--- src/rtl/rv0_bru_if.sv ---
// Issue-side bundle for the branch resolution unit: input handshake, operands,
// prediction, result handshake, flush and statistics counters.
interface rv0_bru_if #(
  parameter int unsigned XLEN  = 32,
  parameter int unsigned CNT_W = 32
);
  logic             bru_in_valid_i;
  logic             bru_in_ready_o;
  logic [31:0]      bru_insn_i;
  logic [XLEN-1:0]  bru_addr_i;
  logic [XLEN-1:0]  bru_rdata1_i;
  logic [XLEN-1:0]  bru_rdata2_i;
  logic             bru_pred_taken_i;
  logic [XLEN-1:0]  bru_pred_target_i;
  logic             bru_kill_i;
  logic             bru_res_valid_o;
  logic             bru_res_ready_i;
  logic [XLEN-1:0]  bru_res_wdata_o;
  logic [XLEN-1:0]  bru_res_target_o;
  logic             bru_res_taken_o;
  logic             bru_res_mispred_o;
  logic             bru_res_misalign_o;
  logic             bru_res_illegal_o;
  logic             bru_cnt_clr_i;
  logic [CNT_W-1:0] bru_cnt_ct_o;
  logic [CNT_W-1:0] bru_cnt_mispred_o;

  // The branch unit itself
  modport slave (
    input  bru_in_valid_i, bru_insn_i, bru_addr_i, bru_rdata1_i, bru_rdata2_i,
    input  bru_pred_taken_i, bru_pred_target_i, bru_kill_i, bru_res_ready_i, bru_cnt_clr_i,
    output bru_in_ready_o, bru_res_valid_o, bru_res_wdata_o, bru_res_target_o,
    output bru_res_taken_o, bru_res_mispred_o, bru_res_misalign_o, bru_res_illegal_o,
    output bru_cnt_ct_o, bru_cnt_mispred_o
  );

  // Issue / writeback side
  modport master (
    output bru_in_valid_i, bru_insn_i, bru_addr_i, bru_rdata1_i, bru_rdata2_i,
    output bru_pred_taken_i, bru_pred_target_i, bru_kill_i, bru_res_ready_i, bru_cnt_clr_i,
    input  bru_in_ready_o, bru_res_valid_o, bru_res_wdata_o, bru_res_target_o,
    input  bru_res_taken_o, bru_res_mispred_o, bru_res_misalign_o, bru_res_illegal_o,
    input  bru_cnt_ct_o, bru_cnt_mispred_o
  );
endinterface

--- src/rtl/rv0_bru.sv ---
// Pipelined branch resolution unit: resolves JAL/JALR/BRANCH, checks against the
// fetch prediction, registers the result one cycle later and keeps saturating stats.
module rv0_bru #(
  parameter int unsigned XLEN   = 32,
  parameter int unsigned IALIGN = 32,
  parameter int unsigned CNT_W  = 32
) (
  input logic        clk_i,
  input logic        rst_i,
  rv0_bru_if.slave   bru
);
  localparam logic [6:0] OpJal    = 7'b1101111;
  localparam logic [6:0] OpJalr   = 7'b1100111;
  localparam logic [6:0] OpBranch = 7'b1100011;

  logic [6:0]      opcode;
  logic [2:0]      funct3;
  logic [XLEN-1:0] imm_j, imm_i, imm_b, pc_plus4;
  logic            op_eq, op_lt, op_ltu;

  assign opcode   = bru.bru_insn_i[6:0];
  assign funct3   = bru.bru_insn_i[14:12];
  assign imm_j    = {{(XLEN-21){bru.bru_insn_i[31]}}, bru.bru_insn_i[31], bru.bru_insn_i[19:12],
                     bru.bru_insn_i[20], bru.bru_insn_i[30:21], 1'b0};
  assign imm_i    = {{(XLEN-12){bru.bru_insn_i[31]}}, bru.bru_insn_i[31:20]};
  assign imm_b    = {{(XLEN-13){bru.bru_insn_i[31]}}, bru.bru_insn_i[31], bru.bru_insn_i[7],
                     bru.bru_insn_i[30:25], bru.bru_insn_i[11:8], 1'b0};
  assign pc_plus4 = bru.bru_addr_i + XLEN'(4);
  assign op_eq    = bru.bru_rdata1_i == bru.bru_rdata2_i;
  assign op_lt    = $signed(bru.bru_rdata1_i) < $signed(bru.bru_rdata2_i);
  assign op_ltu   = bru.bru_rdata1_i < bru.bru_rdata2_i;

  logic            is_ct, illegal, taken, misalign, mispred;
  logic [XLEN-1:0] ct_tgt, link;

  // Decode and resolve taken / target-if-taken / link value
  always_comb begin
    is_ct   = 1'b0;
    illegal = 1'b0;
    taken   = 1'b0;
    ct_tgt  = pc_plus4;
    link    = '0;
    case (opcode)
      OpJal: begin
        is_ct  = 1'b1;
        taken  = 1'b1;
        ct_tgt = bru.bru_addr_i + imm_j;
        link   = pc_plus4;
      end
      OpJalr: begin
        is_ct = 1'b1;
        if (funct3 != 3'b000) begin
          illegal = 1'b1;
        end else begin
          taken  = 1'b1;
          ct_tgt = (bru.bru_rdata1_i + imm_i) & ~XLEN'(1);
          link   = pc_plus4;
        end
      end
      OpBranch: begin
        is_ct  = 1'b1;
        ct_tgt = bru.bru_addr_i + imm_b;
        case (funct3)
          3'b000:  taken = op_eq;
          3'b001:  taken = !op_eq;
          3'b100:  taken = op_lt;
          3'b101:  taken = !op_lt;
          3'b110:  taken = op_ltu;
          3'b111:  taken = !op_ltu;
          default: illegal = 1'b1;
        endcase
      end
      default: ;
    endcase
  end

  // The misalign exception owns the redirect, so it suppresses mispred
  assign misalign = taken && ((IALIGN == 32'd16) ? ct_tgt[0] : (ct_tgt[1:0] != 2'b00));
  assign mispred  = !illegal && !misalign &&
                    ((taken != bru.bru_pred_taken_i) ||
                     (taken && (ct_tgt != bru.bru_pred_target_i)));

  logic            valid_q, valid_d, in_ready, accept, fire;
  logic            taken_q, mispred_q, misalign_q, illegal_q, ct_q;
  logic [XLEN-1:0] wdata_q, target_q;
  logic [CNT_W-1:0] cnt_ct_q, cnt_mp_q;

  assign in_ready = !valid_q || bru.bru_res_ready_i;
  assign accept   = bru.bru_in_valid_i && in_ready;
  assign fire     = valid_q && bru.bru_res_ready_i && !bru.bru_kill_i;

  // Result-valid next state: kill wins, then a new accept, then retire on handshake
  always_comb begin
    valid_d = valid_q;
    if (bru.bru_kill_i)               valid_d = 1'b0;
    else if (accept)                  valid_d = 1'b1;
    else if (bru.bru_res_ready_i)     valid_d = 1'b0;
  end

  // Result register: loads on an unkilled accept, otherwise holds
  always_ff @(posedge clk_i or posedge rst_i) begin
    if (rst_i) begin
      valid_q    <= 1'b0;
      wdata_q    <= '0;
      target_q   <= '0;
      taken_q    <= 1'b0;
      mispred_q  <= 1'b0;
      misalign_q <= 1'b0;
      illegal_q  <= 1'b0;
      ct_q       <= 1'b0;
    end else begin
      valid_q <= valid_d;
      if (accept && !bru.bru_kill_i) begin
        wdata_q    <= link;
        target_q   <= taken ? ct_tgt : pc_plus4;
        taken_q    <= taken;
        mispred_q  <= mispred;
        misalign_q <= misalign;
        illegal_q  <= illegal;
        ct_q       <= is_ct && !illegal;
      end
    end
  end

  // Saturating statistics counters, clear has priority over increment
  always_ff @(posedge clk_i or posedge rst_i) begin
    if (rst_i) begin
      cnt_ct_q <= '0;
      cnt_mp_q <= '0;
    end else if (bru.bru_cnt_clr_i) begin
      cnt_ct_q <= '0;
      cnt_mp_q <= '0;
    end else if (fire) begin
      if (ct_q && (cnt_ct_q != '1))      cnt_ct_q <= cnt_ct_q + CNT_W'(1);
      if (mispred_q && (cnt_mp_q != '1)) cnt_mp_q <= cnt_mp_q + CNT_W'(1);
    end
  end

  assign bru.bru_in_ready_o     = in_ready;
  assign bru.bru_res_valid_o    = valid_q;
  assign bru.bru_res_wdata_o    = wdata_q;
  assign bru.bru_res_target_o   = target_q;
  assign bru.bru_res_taken_o    = taken_q;
  assign bru.bru_res_mispred_o  = mispred_q;
  assign bru.bru_res_misalign_o = misalign_q;
  assign bru.bru_res_illegal_o  = illegal_q;
  assign bru.bru_cnt_ct_o       = cnt_ct_q;
  assign bru.bru_cnt_mispred_o  = cnt_mp_q;
endmodule

--- src/flat_wrapper.sv ---
// flat-port wrapper written by rule: the top's interface ports become plain ports
module rv0_bru_flat 
#(
  parameter int unsigned XLEN   = 32,
  parameter int unsigned IALIGN = 32,
  parameter int unsigned CNT_W  = 32
)
  (clk_i, rst_i, bru_bru_in_valid_i, bru_bru_insn_i, bru_bru_addr_i, bru_bru_rdata1_i, bru_bru_rdata2_i, bru_bru_pred_taken_i, bru_bru_pred_target_i, bru_bru_kill_i, bru_bru_res_ready_i, bru_bru_cnt_clr_i, bru_bru_in_ready_o, bru_bru_res_valid_o, bru_bru_res_wdata_o, bru_bru_res_target_o, bru_bru_res_taken_o, bru_bru_res_mispred_o, bru_bru_res_misalign_o, bru_bru_res_illegal_o, bru_bru_cnt_ct_o, bru_bru_cnt_mispred_o);
  rv0_bru_if #(.XLEN(XLEN), .CNT_W(CNT_W)) bru_i ();
  input logic clk_i;
  input logic rst_i;
  input wire logic [$bits(bru_i.bru_in_valid_i)-1:0] bru_bru_in_valid_i;
  input wire logic [$bits(bru_i.bru_insn_i)-1:0] bru_bru_insn_i;
  input wire logic [$bits(bru_i.bru_addr_i)-1:0] bru_bru_addr_i;
  input wire logic [$bits(bru_i.bru_rdata1_i)-1:0] bru_bru_rdata1_i;
  input wire logic [$bits(bru_i.bru_rdata2_i)-1:0] bru_bru_rdata2_i;
  input wire logic [$bits(bru_i.bru_pred_taken_i)-1:0] bru_bru_pred_taken_i;
  input wire logic [$bits(bru_i.bru_pred_target_i)-1:0] bru_bru_pred_target_i;
  input wire logic [$bits(bru_i.bru_kill_i)-1:0] bru_bru_kill_i;
  input wire logic [$bits(bru_i.bru_res_ready_i)-1:0] bru_bru_res_ready_i;
  input wire logic [$bits(bru_i.bru_cnt_clr_i)-1:0] bru_bru_cnt_clr_i;
  output wire logic [$bits(bru_i.bru_in_ready_o)-1:0] bru_bru_in_ready_o;
  output wire logic [$bits(bru_i.bru_res_valid_o)-1:0] bru_bru_res_valid_o;
  output wire logic [$bits(bru_i.bru_res_wdata_o)-1:0] bru_bru_res_wdata_o;
  output wire logic [$bits(bru_i.bru_res_target_o)-1:0] bru_bru_res_target_o;
  output wire logic [$bits(bru_i.bru_res_taken_o)-1:0] bru_bru_res_taken_o;
  output wire logic [$bits(bru_i.bru_res_mispred_o)-1:0] bru_bru_res_mispred_o;
  output wire logic [$bits(bru_i.bru_res_misalign_o)-1:0] bru_bru_res_misalign_o;
  output wire logic [$bits(bru_i.bru_res_illegal_o)-1:0] bru_bru_res_illegal_o;
  output wire logic [$bits(bru_i.bru_cnt_ct_o)-1:0] bru_bru_cnt_ct_o;
  output wire logic [$bits(bru_i.bru_cnt_mispred_o)-1:0] bru_bru_cnt_mispred_o;
  assign bru_i.bru_in_valid_i = bru_bru_in_valid_i;
  assign bru_i.bru_insn_i = bru_bru_insn_i;
  assign bru_i.bru_addr_i = bru_bru_addr_i;
  assign bru_i.bru_rdata1_i = bru_bru_rdata1_i;
  assign bru_i.bru_rdata2_i = bru_bru_rdata2_i;
  assign bru_i.bru_pred_taken_i = bru_bru_pred_taken_i;
  assign bru_i.bru_pred_target_i = bru_bru_pred_target_i;
  assign bru_i.bru_kill_i = bru_bru_kill_i;
  assign bru_i.bru_res_ready_i = bru_bru_res_ready_i;
  assign bru_i.bru_cnt_clr_i = bru_bru_cnt_clr_i;
  assign bru_bru_in_ready_o = bru_i.bru_in_ready_o;
  assign bru_bru_res_valid_o = bru_i.bru_res_valid_o;
  assign bru_bru_res_wdata_o = bru_i.bru_res_wdata_o;
  assign bru_bru_res_target_o = bru_i.bru_res_target_o;
  assign bru_bru_res_taken_o = bru_i.bru_res_taken_o;
  assign bru_bru_res_mispred_o = bru_i.bru_res_mispred_o;
  assign bru_bru_res_misalign_o = bru_i.bru_res_misalign_o;
  assign bru_bru_res_illegal_o = bru_i.bru_res_illegal_o;
  assign bru_bru_cnt_ct_o = bru_i.bru_cnt_ct_o;
  assign bru_bru_cnt_mispred_o = bru_i.bru_cnt_mispred_o;
  rv0_bru #(.XLEN(XLEN), .IALIGN(IALIGN), .CNT_W(CNT_W)) u_core (.clk_i(clk_i), .rst_i(rst_i), .bru(bru_i));
endmodule
--- config.mk ---
export PLATFORM = sky130hd
export DESIGN_NAME = rv0_bru_flat
export DESIGN_NICKNAME = d
export VERILOG_FILES = /design/src/rtl/rv0_bru_if.sv /design/src/rtl/rv0_bru.sv /design/src/flat_wrapper.sv
export SDC_FILE = /design/constraint.sdc
export NUM_CORES = 1
export LEC_CHECK = 0
export CAP_MARGIN = 10
export CORE_MARGIN = 5
export CORE_UTILIZATION = 34
export CTS_CLUSTER_DIAMETER = 120
export DETAILED_ROUTE_END_ITERATION = 7
export HOLD_SLACK_MARGIN = 0.15
export SYNTH_ARGS = -nofsm -noshare
export SYNTH_HDL_FRONTEND = slang
export SYNTH_SLANG_ARGS = --single-unit
--- constraint.sdc ---
create_clock -name clk_i -period 7.3 [get_ports clk_i]
set_clock_uncertainty 0.1 [all_clocks]
set_input_delay 1.095 -clock clk_i [delete_from_list [all_inputs] [get_ports clk_i]]
set_output_delay 1.095 -clock clk_i [all_outputs]
set_load 0.02 [all_outputs]
Fig. 1: run 1, metal 3
(1.5 px per um) Cells faint in the background.
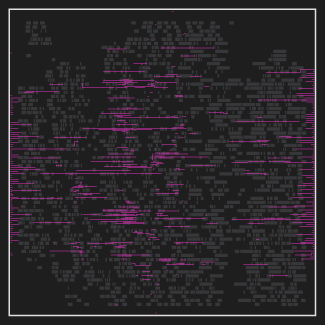
The layer holds 6.2% of the routed length. The layer carries 3050 um of wire.
total via count in the routed design: 13442
aggregate routed wire length: 49200 um
met3 usage in global routing: 2.75%

Fig. 2: run 1, wire density map
(2 px per um) 20 x 20 tiles, from white (low) to dark blue (high), scaled to the fullest tile. Values are wire area over tile area, all layers added.
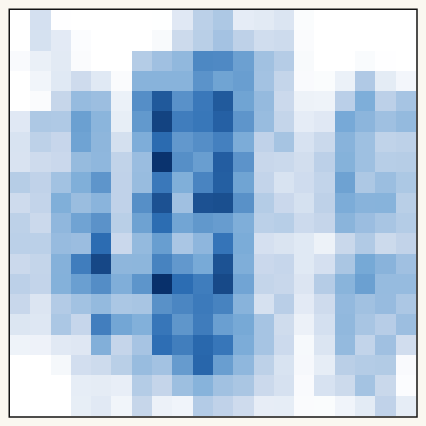
The mean over all tiles is 0.19. 9.8% of the tiles are nearly empty. The fullest tile reaches 0.59. 21% of the tiles are over half the peak. The densest ninth of the die: middle.
GRT Resource Usage Total: 22.8%
routed length per placed instance: 20.7 um

Fig. 3: run 1, cells colored by class
(2 px per um)
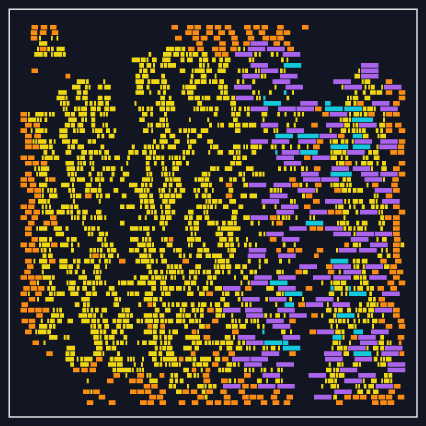
Key: all other logic = yellow [cells 1418, share of their area 56%]; clock drivers and dummy loads = cyan [cells 32, share of their area 3.8%]; flip-flops = purple [cells 134, share of their area 21%]; other buffers and delay cells = orange [cells 316, share of their area 19%]
standard cell core area: 36700 um2
Core Rows: 70

==> qor.txt, run 1 <==
met1 demand-to-capacity share in global routing: 30.8%
clock root cell: sky130_fd_sc_hd__clkbuf_16
type of the tightest min-delay check: flip-flop to flip-flop
start of the worst register-to-register path: u_core.bru.bru_res_valid_o$_DFFE_PP0P_
fraction of power spent switching nets: 32.0%
largest power group: the clock network
initial standard-cell utilization of the core: 34.5%
area delta synth->final: 32.0%
top flip-flop cell by instance count after synthesis: sky130_fd_sc_hd__dfrtp_1
crit-path cells: clkdlybuf4s50_1, and3_1, nand2_1, or3_1, nand2_1, nand2_1, ha_1, inv_1, fa_1, nand2b_1, a211oi_1, o21ai_0, a21oi_1, a21oi_1, o41ai_1, xor2_1, a221oi_1, xnor2_1, nor4_1, a31oi_1
Clock net power: 0.880 mW
violation tally from detailed-route iteration zero: 1034
combinational gate power: 0.788 mW
Finish-stage setup viols: 0
number of hold violations in the final report: 0
hold-fix buffers at CTS: 0
required time of the critical path: 7.47 ns
Worst Setup Slack post-DPL: 0.798 ns
num ports: 301
proportion of power drawn by the clock network: 35.7%
cells taking the most area after synthesis: sky130_fd_sc_hd__dfrtp_1 26%, sky130_fd_sc_hd__ha_1 9.7%, sky130_fd_sc_hd__nand2_1 6.3%, sky130_fd_sc_hd__xor2_1 6.1%, sky130_fd_sc_hd__o21ai_0 5.3%
chip height: 203 um
number of buffers on the longest clock path: 2
signal buffers share of area: 18.6%
CTS buffer count: 17
and+or+nand+nor area frac: 24.9%
multi-input gate count: 1357
minimum setup slack in the final design: 1.14 ns
clock tree cell share of total cell area: 3.66%
highest-utilization routing layer at the global route stage: met2
synthesized netlist cell count: 1624
Antenna Violating Nets Remaining: 0
Non-clock buffers: 316
summed negative setup slack over all endpoints: 0 ns
placed instance count: 2336
fraction of final layout cells with drive strength greater than 1: 4.68%
ao+oa area frac: 22.8%
Nets: 2154
first-pass iteration count of the detailed router: 6
number of instances resized during post-cts repair: 0
area of combinational cells with multiple inputs: 8820 um2
CP endpoint kind: flip-flop
async set-or-reset flop fraction in the synthesized netlist: 100%
path type of the worst setup path: input pin to flip-flop
max_cap viols: 0
power consumption: 2.46 mW
CP max FO: 16
DRC violations left: 0
startpoint of the lowest-slack hold path: u_core.bru.bru_res_target_o[17]$_DFFE_PP0P_
number of antenna violations at the first check in global routing: 6
TritonCTS sink count: 134
setup slack of the worst register-to-register path: 3.89 ns
status: complete, no violations
post-synth top area cell: sky130_fd_sc_hd__dfrtp_1
final global-route overflow total: 0
Reg clk slew, reported paths: 0.06 ns
die boundary width: 203 um
Fillers: 3641
Main logic family: simple AND/OR/NAND/NOR gates
clock insertion delay at the later pin of the skew report: 0.41 ns
library cell appearing most often on the critical path: sky130_fd_sc_hd__nand2_1
yosys cell count: 1624
Critical Path Slowest Stage Cell: sky130_fd_sc_hd__a211oi_1
Sw Pwr: 0.788 mW
Avg Inst Size Synth: 7.81 um2
run 1: worst max-delay path: cells and delay by family:
kind / cells / cell delay (ns)
AND-OR/OR-AND: 7 / 2.33
XOR/XNOR: 2 / 0.28
AND/OR/NAND/NOR: 7 / 1.56
buffers and inverters: 2 / 0.48
adder cells (fa/ha/maj): 2 / 0.58
run 1: placed cells by master, fill, tap and decap left out, drive strengths merged, types with 13 or more instances in the layout:
| cell | n |
|---|---|
| xnor2 | 49 |
| and3 | 17 |
| clkdlybuf4s50 | 299 |
| o211ai | 13 |
| a21o | 32 |
| inv | 61 |
| a21oi | 99 |
| xor2 | 89 |
| nand2 | 214 |
| o21a | 19 |
| buf | 17 |
| nand4 | 48 |
| a211oi | 18 |
| o21ai | 134 |
| mux2 | 13 |
| or3 | 21 |
| nand3 | 57 |
| nor3 | 37 |
| ha | 98 |
| mux2i | 15 |
| dfrtp | 134 |
| clkbuf | 25 |
| nor2 | 156 |
| and2 | 14 |
run 1: worst max path at each step:
stage | depth (start not counted) | startpoint | slack (ns) | to
floorplan | 20 | bru_bru_insn_i[2] | 1.94 | u_core.bru.bru_res_mispred_o$_DFFE_PP0P_
global placement | 19 | bru_bru_insn_i[6] | 0.82 | u_core.bru.bru_res_mispred_o$_DFFE_PP0P_
detailed placement | 20 | bru_bru_insn_i[5] | 0.80 | u_core.bru.bru_res_mispred_o$_DFFE_PP0P_
CTS | 20 | bru_bru_insn_i[1] | 1.21 | u_core.bru.bru_res_mispred_o$_DFFE_PP0P_
global route | 20 | bru_bru_insn_i[5] | 0.53 | u_core.bru.bru_res_mispred_o$_DFFE_PP0P_
finish | 20 | bru_bru_insn_i[5] | 1.14 | u_core.bru.bru_res_mispred_o$_DFFE_PP0P_
==> inputs of run 2 (changes only) <==
- clock period: 7.3 -> 5.3 ns (I/O delays scaled with it)
Fig. 4: run 2, cells colored by class
(2 px per um)
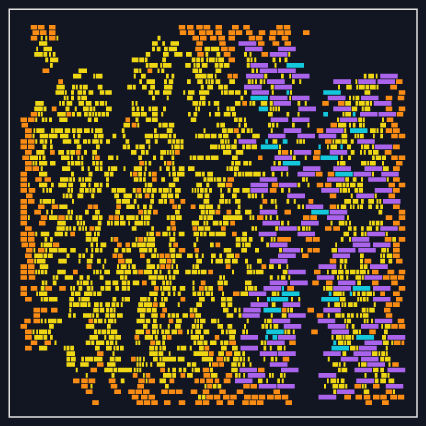
Key: other buffers and delay cells = orange [cells 403, share of their area 23%]; all other logic = yellow [cells 1418, share of their area 54%]; clock drivers and dummy loads = cyan [cells 32, share of their area 3.1%]; flip-flops = purple [cells 134, share of their area 20%]
flip-flop and latch share of the layout cell area: 19.4%
share of the core filled with cells in the final layout: 47.2%
Non-Filler Cell Area, Final: 17300 um2

==> run 2 against run 1 <==
Compared with the run above: total power increased by 33%; worst hold slack gained 0.00090 ns; final cell count up 3.6%; via count up 1.9%; die area is the same; setup slack worse by 0.90 ns; global-route usage is 0.60 points higher; final area up 3.4%; core utilization is 1.6 points higher; critical path depth unchanged; wire length is 2.5% higher.
==> qor.txt, run 2 <==
Pint: 2.17 mW
violation tally from detailed-route iteration zero: 980
met3 usage in global routing: 2.78%
CP endpoint kind: flip-flop
Clock net power: 1.02 mW
Sw Pwr: 1.10 mW
kind of cell adding the most delay to the critical path: simple AND/OR/NAND/NOR gates
final global-route overflow total: 0
met1 demand-to-capacity share in global routing: 30.9%
required time of the critical path: 5.48 ns
post-route worst hold slack: 0.376 ns
yosys cell count: 1624
top logic cell by instance count in the layout: sky130_fd_sc_hd__clkdlybuf4s50_1
top flip-flop cell by instance count after synthesis: sky130_fd_sc_hd__dfrtp_1
cells taking the most area after synthesis: sky130_fd_sc_hd__dfrtp_1 26%, sky130_fd_sc_hd__ha_1 9.7%, sky130_fd_sc_hd__nand2_1 6.3%, sky130_fd_sc_hd__xor2_1 6.1%, sky130_fd_sc_hd__o21ai_0 5.3%
async set-or-reset flop fraction in the synthesized netlist: 100%
fraction of the yosys area taken by sequential cells: 26.5%
DRC violations left: 0
number of antenna violations at the first check in global routing: 3
combinational gate power: 1.15 mW
Core Rows: 70
CTS buffer count: 17
synthesized netlist cell count: 1624
Antenna Violating Nets Remaining: 0
status: complete, no violations
top library cells by usage in the layout, fill and taps aside: 299 x sky130_fd_sc_hd__clkdlybuf4s50_1, 213 x sky130_fd_sc_hd__nand2_1, 155 x sky130_fd_sc_hd__nor2_1
number of hold violations in the final report: 0
Critical Path Slowest Stage Cell: sky130_fd_sc_hd__a2111oi_1
type of the tightest min-delay check: flip-flop to flip-flop
number of enable flip-flop cells: 0
proportion of power drawn by the clock network: 31.3%
chip height: 203 um
max_cap viols: 0
summed negative setup slack over all endpoints: 0 ns
number of buffers on the longest clock path: 2
hold-fix buffers at CTS: 0
first-pass iteration count of the detailed router: 5
Avg Inst Size Synth: 7.81 um2
initial standard-cell utilization of the core: 34.5%
library cell appearing most often on the critical path: sky130_fd_sc_hd__nand2_1
total via count in the routed design: 13703
placed instance count: 2423
Nets: 2241
area delta synth->final: 36.5%
Reg clk slew, reported paths: 0.06 ns
die boundary width: 203 um
path type of the worst setup path: input pin to flip-flop
clock insertion delay at the later pin of the skew report: 0.42 ns
post-synth top area cell: sky130_fd_sc_hd__dfrtp_1
buffer-and-inverter tally for the worst setup path: 3
standard cell core area: 36700 um2
fraction of power spent switching nets: 33.8%
num ports: 301
routed length per placed instance: 20.5 um
aggregate routed wire length: 50400 um
Finish-stage setup viols: 0
TritonCTS sink count: 134
number of instances resized during post-cts repair: 0
crit-path cells: clkdlybuf4s50_1, nor2b_1, nand2_1, or3_1, nand2_1, nand2_1, ha_1, and2_1, a221oi_1, buf_4, a2111oi_1, nor4_1, buf_4, xnor2_1, o221ai_1, xor2_1, nor4b_2, nand4_1, nor4_2, a31oi_1
power consumption: 3.27 mW
fraction of final layout cells with drive strength greater than 1: 9.01%
Fig. 5: run 2, cell outlines without signal wires
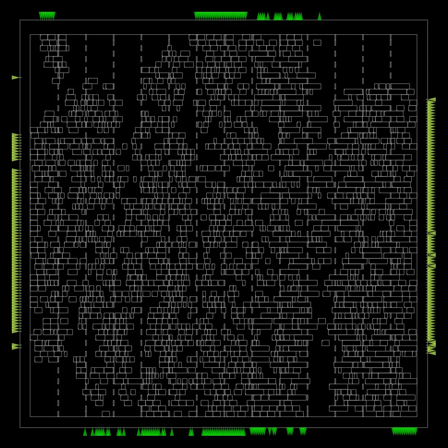
seq_cells: 134
Fillers: 3639
number of tap cells added at floorplan: 468
number of standard cells in the layout, taps in and fillers out: 2457

## run 2: logic make-up after synthesis
family          count (synthesis)  share of synthesized area (%)
simple gates                  648                           24.9
buf+inv                       133                           4.04
compound gates                443                           22.8
mux                            28                           2.34
xor+xnor                      138                           9.53
fa+ha+maj                     100                           9.99
flops                         134                           26.5
## run 2: through the flow
stage | util [%] | worst slack, ns
finish | 47.2 | 0.246
detailed placement | 45.7 | -0.259
global route | 47.2 | 0.0553
floorplan | - | 0.243
global placement | 45.7 | -0.0562
CTS | 47.1 | 0.178
## run 2: layout make-up
class	count	area [um2]	area share, %
Multi-Input combinational cell	1357	8840	51.1
Timing Repair Buffer	403	3780	21.9
Sequential cell	134	3350	19.4
Tap cell	468	586	3.38
Clock buffer	22	454	2.62
Inverter	61	231	1.34
Clock inverter	10	57.6	0.332
Antenna cell	2	5.00	0.0289
## run 2: final timing paths
| check | startpoint | endpoint | slack (ns) | cells after the start |
|---|---|---|---|---|
| worst max register to register | u_core.bru.bru_res_valid_o$_DFFE_PP0P_ | u_core.bru.bru_res_mispred_o$_DFFE_PP0P_ | 1.92 | 11 |
| max in group asynchronous | rst_i | u_core.bru.bru_res_wdata_o[19]$_DFFE_PP0P_ | 3.27 | 3 |
| worst min-delay path | u_core.bru.bru_res_wdata_o[5]$_DFFE_PP0P_ | u_core.bru.bru_res_wdata_o[5]$_DFFE_PP0P_ | 0.38 | 2 |
| min in group asynchronous | rst_i | u_core.bru.bru_cnt_mispred_o[27]$_DFFE_PP0P_ | 0.84 | 2 |
| worst max-delay path | bru_bru_insn_i[6] | u_core.bru.bru_res_mispred_o$_DFFE_PP0P_ | 0.25 | 20 |
| worst min register to register | u_core.bru.bru_res_wdata_o[5]$_DFFE_PP0P_ | u_core.bru.bru_res_wdata_o[5]$_DFFE_PP0P_ | 0.38 | 2 |
Power and IR drop assume default switching activity.
